===== src/rtl/mbox_port_arb_pkg.sv =====
// rtl/mbox_port_arb_pkg.sv - shared types and defaults for the MBOX port arbiter.
package mbox_port_arb_pkg;

  // Addresses are PDP-10 bits 13:35; bit 35 (the word LSB) sits at index 0.
  localparam int ADR_W = 23;
  localparam int CNT_W = 8;

  localparam int TIMEOUT_CYCLES_DEF = 255;
  localparam int RETRY_MAX_DEF      = 15;
  localparam int RETRY_BACKOFF_DEF  = 2;

  typedef enum logic [2:0] {
    ST_IDLE,
    ST_ISSUE,
    ST_WAIT,
    ST_BACKOFF,
    ST_DONE
  } arb_state_t;

  typedef enum logic {
    SRC_EBOX = 1'b0,
    SRC_CHAN = 1'b1
  } arb_src_t;

  function automatic logic arb_counting(input arb_state_t s);
    return (s == ST_ISSUE) || (s == ST_WAIT) || (s == ST_BACKOFF);
  endfunction

endpackage


===== src/rtl/mbox_arb_timer.sv =====
// rtl/mbox_arb_timer.sv - retry, backoff and timeout counters for one transfer.
module mbox_arb_timer
  import mbox_port_arb_pkg::*;
#(
  parameter int TIMEOUT_CYCLES = TIMEOUT_CYCLES_DEF,
  parameter int RETRY_MAX      = RETRY_MAX_DEF,
  parameter int RETRY_BACKOFF  = RETRY_BACKOFF_DEF
) (
  input  logic       clk,
  input  logic       rst,
  input  logic       clear,
  input  arb_state_t state,
  input  logic       retry,
  output logic       backoff_done,
  output logic       retry_limit,
  output logic       timeout_hit
);

  logic [CNT_W-1:0] retry_cnt_q, retry_cnt_d;
  logic [CNT_W-1:0] backoff_cnt_q, backoff_cnt_d;
  logic [CNT_W-1:0] timeout_cnt_q, timeout_cnt_d;

  always_comb begin
    retry_cnt_d   = retry_cnt_q;
    backoff_cnt_d = '0;
    timeout_cnt_d = timeout_cnt_q;
    if (clear) begin
      retry_cnt_d   = '0;
      timeout_cnt_d = '0;
    end else begin
      if (retry) retry_cnt_d = retry_cnt_q + 1'b1;
      if (state == ST_BACKOFF) backoff_cnt_d = backoff_cnt_q + 1'b1;
      if (arb_counting(state)) timeout_cnt_d = timeout_cnt_q + 1'b1;
    end
  end

  // Each flag means "the event being counted this cycle reaches the limit".
  assign backoff_done = (state == ST_BACKOFF) && (backoff_cnt_q == CNT_W'(RETRY_BACKOFF - 1));
  assign retry_limit  = (retry_cnt_q == CNT_W'(RETRY_MAX - 1));
  assign timeout_hit  = arb_counting(state) && (timeout_cnt_q == CNT_W'(TIMEOUT_CYCLES - 1));

  always_ff @(posedge clk or posedge rst) begin
    if (rst) begin
      retry_cnt_q   <= '0;
      backoff_cnt_q <= '0;
      timeout_cnt_q <= '0;
    end else begin
      retry_cnt_q   <= retry_cnt_d;
      backoff_cnt_q <= backoff_cnt_d;
      timeout_cnt_q <= timeout_cnt_d;
    end
  end

endmodule


===== src/rtl/mbox_port_arb.sv =====
// rtl/mbox_port_arb.sv - arbitrates EBOX and channel onto the single MBOX request port.
module mbox_port_arb
  import mbox_port_arb_pkg::*;
#(
  parameter int TIMEOUT_CYCLES = TIMEOUT_CYCLES_DEF,
  parameter int RETRY_MAX      = RETRY_MAX_DEF,
  parameter int RETRY_BACKOFF  = RETRY_BACKOFF_DEF
) (
  input  logic             eboxClk,
  input  logic             eboxReset,
  input  logic             eboxReq,
  input  logic             eboxWrite,
  input  logic [ADR_W-1:0] EBOX_VMA,
  output logic             eboxAck,
  output logic             eboxErr,
  input  logic             chanReq,
  input  logic             chanWrite,
  input  logic [ADR_W-1:0] chanAdr,
  output logic             chanAck,
  output logic             chanErr,
  output logic             mboxReq,
  output logic [ADR_W-1:0] mboxAdr,
  output logic             mboxWrite,
  output logic             mboxChan,
  input  logic             cshEBOXT0,
  input  logic             cshEBOXRetry,
  input  logic             mboxRespIn,
  output logic             arbTimeout,
  output logic             arbBusy
);

  arb_state_t       state_q, state_d;
  arb_src_t         src_q, src_d;
  logic [ADR_W-1:0] adr_q, adr_d;
  logic             write_q, write_d;
  logic             last_chan_q, last_chan_d;
  logic             tmo_q, tmo_d;
  logic             mbox_req_q, mbox_req_d;
  logic             busy_q, busy_d;
  logic             ebox_ack_q, ebox_ack_d, ebox_err_q, ebox_err_d;
  logic             chan_ack_q, chan_ack_d, chan_err_q, chan_err_d;

  logic grant, win_chan, go_done, go_err, go_tmo;
  logic backoff_done, retry_limit, timeout_hit, retry_evt;

  assign retry_evt = cshEBOXRetry && ((state_q == ST_ISSUE) || (state_q == ST_WAIT));

  mbox_arb_timer #(
    .TIMEOUT_CYCLES(TIMEOUT_CYCLES),
    .RETRY_MAX     (RETRY_MAX),
    .RETRY_BACKOFF (RETRY_BACKOFF)
  ) u_timer (
    .clk         (eboxClk),
    .rst         (eboxReset),
    .clear       (grant),
    .state       (state_q),
    .retry       (retry_evt),
    .backoff_done(backoff_done),
    .retry_limit (retry_limit),
    .timeout_hit (timeout_hit)
  );

  always_comb begin
    state_d     = state_q;
    src_d       = src_q;
    adr_d       = adr_q;
    write_d     = write_q;
    last_chan_d = last_chan_q;
    grant       = 1'b0;
    win_chan    = 1'b0;
    go_done     = 1'b0;
    go_err      = 1'b0;
    go_tmo      = 1'b0;
    case (state_q)
      ST_IDLE: begin
        if (eboxReq || chanReq) begin
          grant       = 1'b1;
          win_chan    = chanReq && !(eboxReq && last_chan_q);
          src_d       = win_chan ? SRC_CHAN : SRC_EBOX;
          adr_d       = win_chan ? chanAdr : EBOX_VMA;
          write_d     = win_chan ? chanWrite : eboxWrite;
          last_chan_d = win_chan;
          state_d     = ST_ISSUE;
        end
      end
      ST_ISSUE: begin
        // Retry outranks T0; a T0 with response outranks the timeout.
        if (cshEBOXRetry) begin
          if (timeout_hit) begin
            go_done = 1'b1; go_err = 1'b1; go_tmo = 1'b1;
          end else if (retry_limit) begin
            go_done = 1'b1; go_err = 1'b1;
          end else begin
            state_d = ST_BACKOFF;
          end
        end else if (cshEBOXT0 && mboxRespIn) begin
          go_done = 1'b1;
        end else if (timeout_hit) begin
          go_done = 1'b1; go_err = 1'b1; go_tmo = 1'b1;
        end else if (cshEBOXT0) begin
          state_d = ST_WAIT;
        end
      end
      ST_WAIT: begin
        if (mboxRespIn) begin
          go_done = 1'b1;
        end else if (timeout_hit) begin
          go_done = 1'b1; go_err = 1'b1; go_tmo = 1'b1;
        end else if (cshEBOXRetry) begin
          if (retry_limit) begin
            go_done = 1'b1; go_err = 1'b1;
          end else begin
            state_d = ST_BACKOFF;
          end
        end
      end
      ST_BACKOFF: begin
        if (timeout_hit) begin
          go_done = 1'b1; go_err = 1'b1; go_tmo = 1'b1;
        end else if (backoff_done) begin
          state_d = ST_ISSUE;
        end
      end
      ST_DONE: state_d = ST_IDLE;
      default: state_d = ST_IDLE;
    endcase
    if (go_done) state_d = ST_DONE;

    tmo_d      = tmo_q | go_tmo;
    mbox_req_d = (state_d == ST_ISSUE);
    busy_d     = (state_d != ST_IDLE);
    ebox_ack_d = go_done && !go_err && (src_d == SRC_EBOX);
    ebox_err_d = go_done && go_err && (src_d == SRC_EBOX);
    chan_ack_d = go_done && !go_err && (src_d == SRC_CHAN);
    chan_err_d = go_done && go_err && (src_d == SRC_CHAN);
  end

  always_ff @(posedge eboxClk or posedge eboxReset) begin
    if (eboxReset) begin
      state_q     <= ST_IDLE;
      src_q       <= SRC_EBOX;
      adr_q       <= '0;
      write_q     <= 1'b0;
      last_chan_q <= 1'b0;
      tmo_q       <= 1'b0;
      mbox_req_q  <= 1'b0;
      busy_q      <= 1'b0;
      ebox_ack_q  <= 1'b0;
      ebox_err_q  <= 1'b0;
      chan_ack_q  <= 1'b0;
      chan_err_q  <= 1'b0;
    end else begin
      state_q     <= state_d;
      src_q       <= src_d;
      adr_q       <= adr_d;
      write_q     <= write_d;
      last_chan_q <= last_chan_d;
      tmo_q       <= tmo_d;
      mbox_req_q  <= mbox_req_d;
      busy_q      <= busy_d;
      ebox_ack_q  <= ebox_ack_d;
      ebox_err_q  <= ebox_err_d;
      chan_ack_q  <= chan_ack_d;
      chan_err_q  <= chan_err_d;
    end
  end

  assign mboxReq    = mbox_req_q;
  assign mboxAdr    = adr_q;
  assign mboxWrite  = write_q;
  assign mboxChan   = src_q;
  assign arbTimeout = tmo_q;
  assign arbBusy    = busy_q;
  assign eboxAck    = ebox_ack_q;
  assign eboxErr    = ebox_err_q;
  assign chanAck    = chan_ack_q;
  assign chanErr    = chan_err_q;

endmodule


===== config.mk =====
export PLATFORM = sky130hd
export DESIGN_NAME = mbox_port_arb
export DESIGN_NICKNAME = d
export VERILOG_FILES = /design/src/rtl/mbox_port_arb_pkg.sv /design/src/rtl/mbox_arb_timer.sv /design/src/rtl/mbox_port_arb.sv
export SDC_FILE = /design/constraint.sdc
export NUM_CORES = 1
export LEC_CHECK = 0
export CAP_MARGIN = 10
export CORE_ASPECT_RATIO = 0.5
export CORE_MARGIN = 4
export CORE_UTILIZATION = 35
export CTS_CLUSTER_SIZE = 30
export DETAILED_ROUTE_END_ITERATION = 10
export MAX_ROUTING_LAYER = met4
export PLACE_DENSITY = 0.67
export SLEW_MARGIN = 0
export SYNTH_ARGS = -nofsm -noshare
export SYNTH_HDL_FRONTEND = slang
export SYNTH_SLANG_ARGS = --single-unit

===== constraint.sdc =====
create_clock -name eboxClk -period 3.8 [get_ports eboxClk]
set_input_delay 0.76 -clock eboxClk [delete_from_list [all_inputs] [get_ports eboxClk]]
set_output_delay 0.76 -clock eboxClk [all_outputs]
set_load 0.005 [all_outputs]

ff_map.png
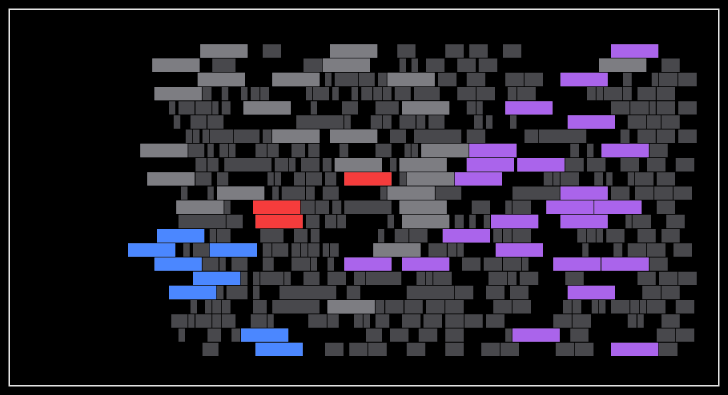
color	name in the netlist	sequential cells
blue	u_timer.retry_cnt_q	8
red	state_q	3
purple	mboxAdr	23
not colored	26

m3.png
The bar under the picture is 50 um long. Cells faint in the background.
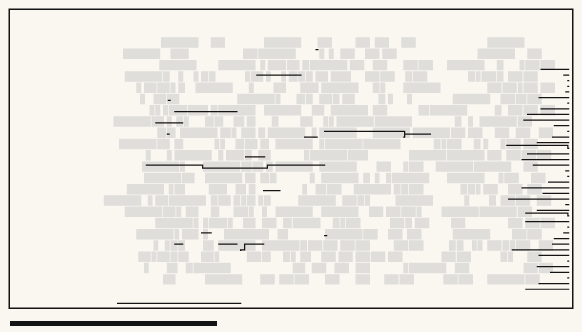
share of all routed wire	5.8%
longest straight run	29.7 um
wire length on this layer	392 um
Routed WL: 6800 um
Vias: 2315
met3 Use GR: 0.0442

==> out/results.ini <==
[worst_hold_path]
hold_end=mboxAdr[12]

[worst_setup_path]
arrival_ns=2.65
cp_cell_sequence=clkdlybuf4s50_1 > a21boi_4 > buf_4 > mux2i_1 > o21ai_0
path_max_fanout=22
crit_buf_inv=2
reg2reg_depth=6
crit_start=chanReq

[detailed_routing]
first_iter_violations=46
drcViolationCount=0
vias_per_cell=4.80

[outcome]
status=complete, no violations

[timing]
rsz0062_at_grt=no
fmax_mhz=405
tightest_slew_ns=0.932
worst_slack_ns=1.33
skew_ns=0.00511
setup-violations-final=0

[clock_tree]
cts_inserted_buffers=9

[die]
ioPinCount=87
core_util_floorplan=0.373
die_h_um=71.8

[layout]
antenna_cells=0
flop_area_um2=1500
nFlopsAndLatches=60
clock_area_frac=0.0735
clock_buffer_count=14

[yosys]
ys_sh_aoi=0.0984
muxShareOfSynthArea=0.0844
synthFlopType=dfrtp_1
netlist_logic_family_top=simple AND/OR/NAND/NOR gates
top_cell_area_share=0.527
synthXorXnorAreaFrac=0.0615
postSynthSeqShare=0.527
ys_sh_simple=0.178

m1.png
The bar under the picture is 50 um long. Cells faint in the background.
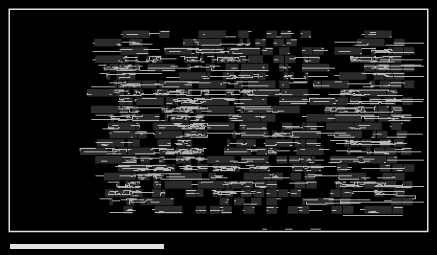
nets with wire on the layer	382
main direction	horizontal

m2.png
Cells faint in the background.
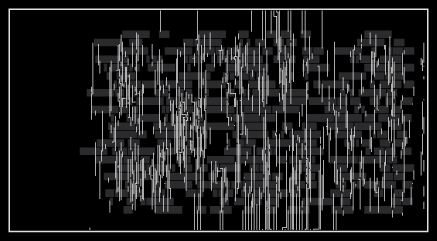
nets with wire on the layer	363
longest straight run	32.6 um
GR Layer Usage met2: 0.267

state kept, by name (all words and copies together), names as in the netlist, 3 cells and up:
register               flops
mboxAdr                   23
u_timer.backoff_cnt_q      8
u_timer.retry_cnt_q        8
state_q                    3
u_timer.timeout_cnt_q      8
layout by cell type, fill, tap and decap left out, types with 3 or more instances in the layout:
| cell type | count |
|---|---|
| a21oi_1 | 4 |
| and3_1 | 3 |
| buf_4 | 3 |
| clkbuf_16 | 9 |
| clkbuf_8 | 3 |
| clkdlybuf4s50_1 | 86 |
| dfrtp_1 | 60 |
| ha_1 | 6 |
| inv_1 | 6 |
| mux2i_1 | 24 |
| nand2_1 | 33 |
| nand3_1 | 12 |
| nor2_1 | 32 |
| nor2b_1 | 3 |
| nor3_1 | 4 |
| o21ai_0 | 29 |
| xnor2_1 | 7 |
| xor2_1 | 13 |
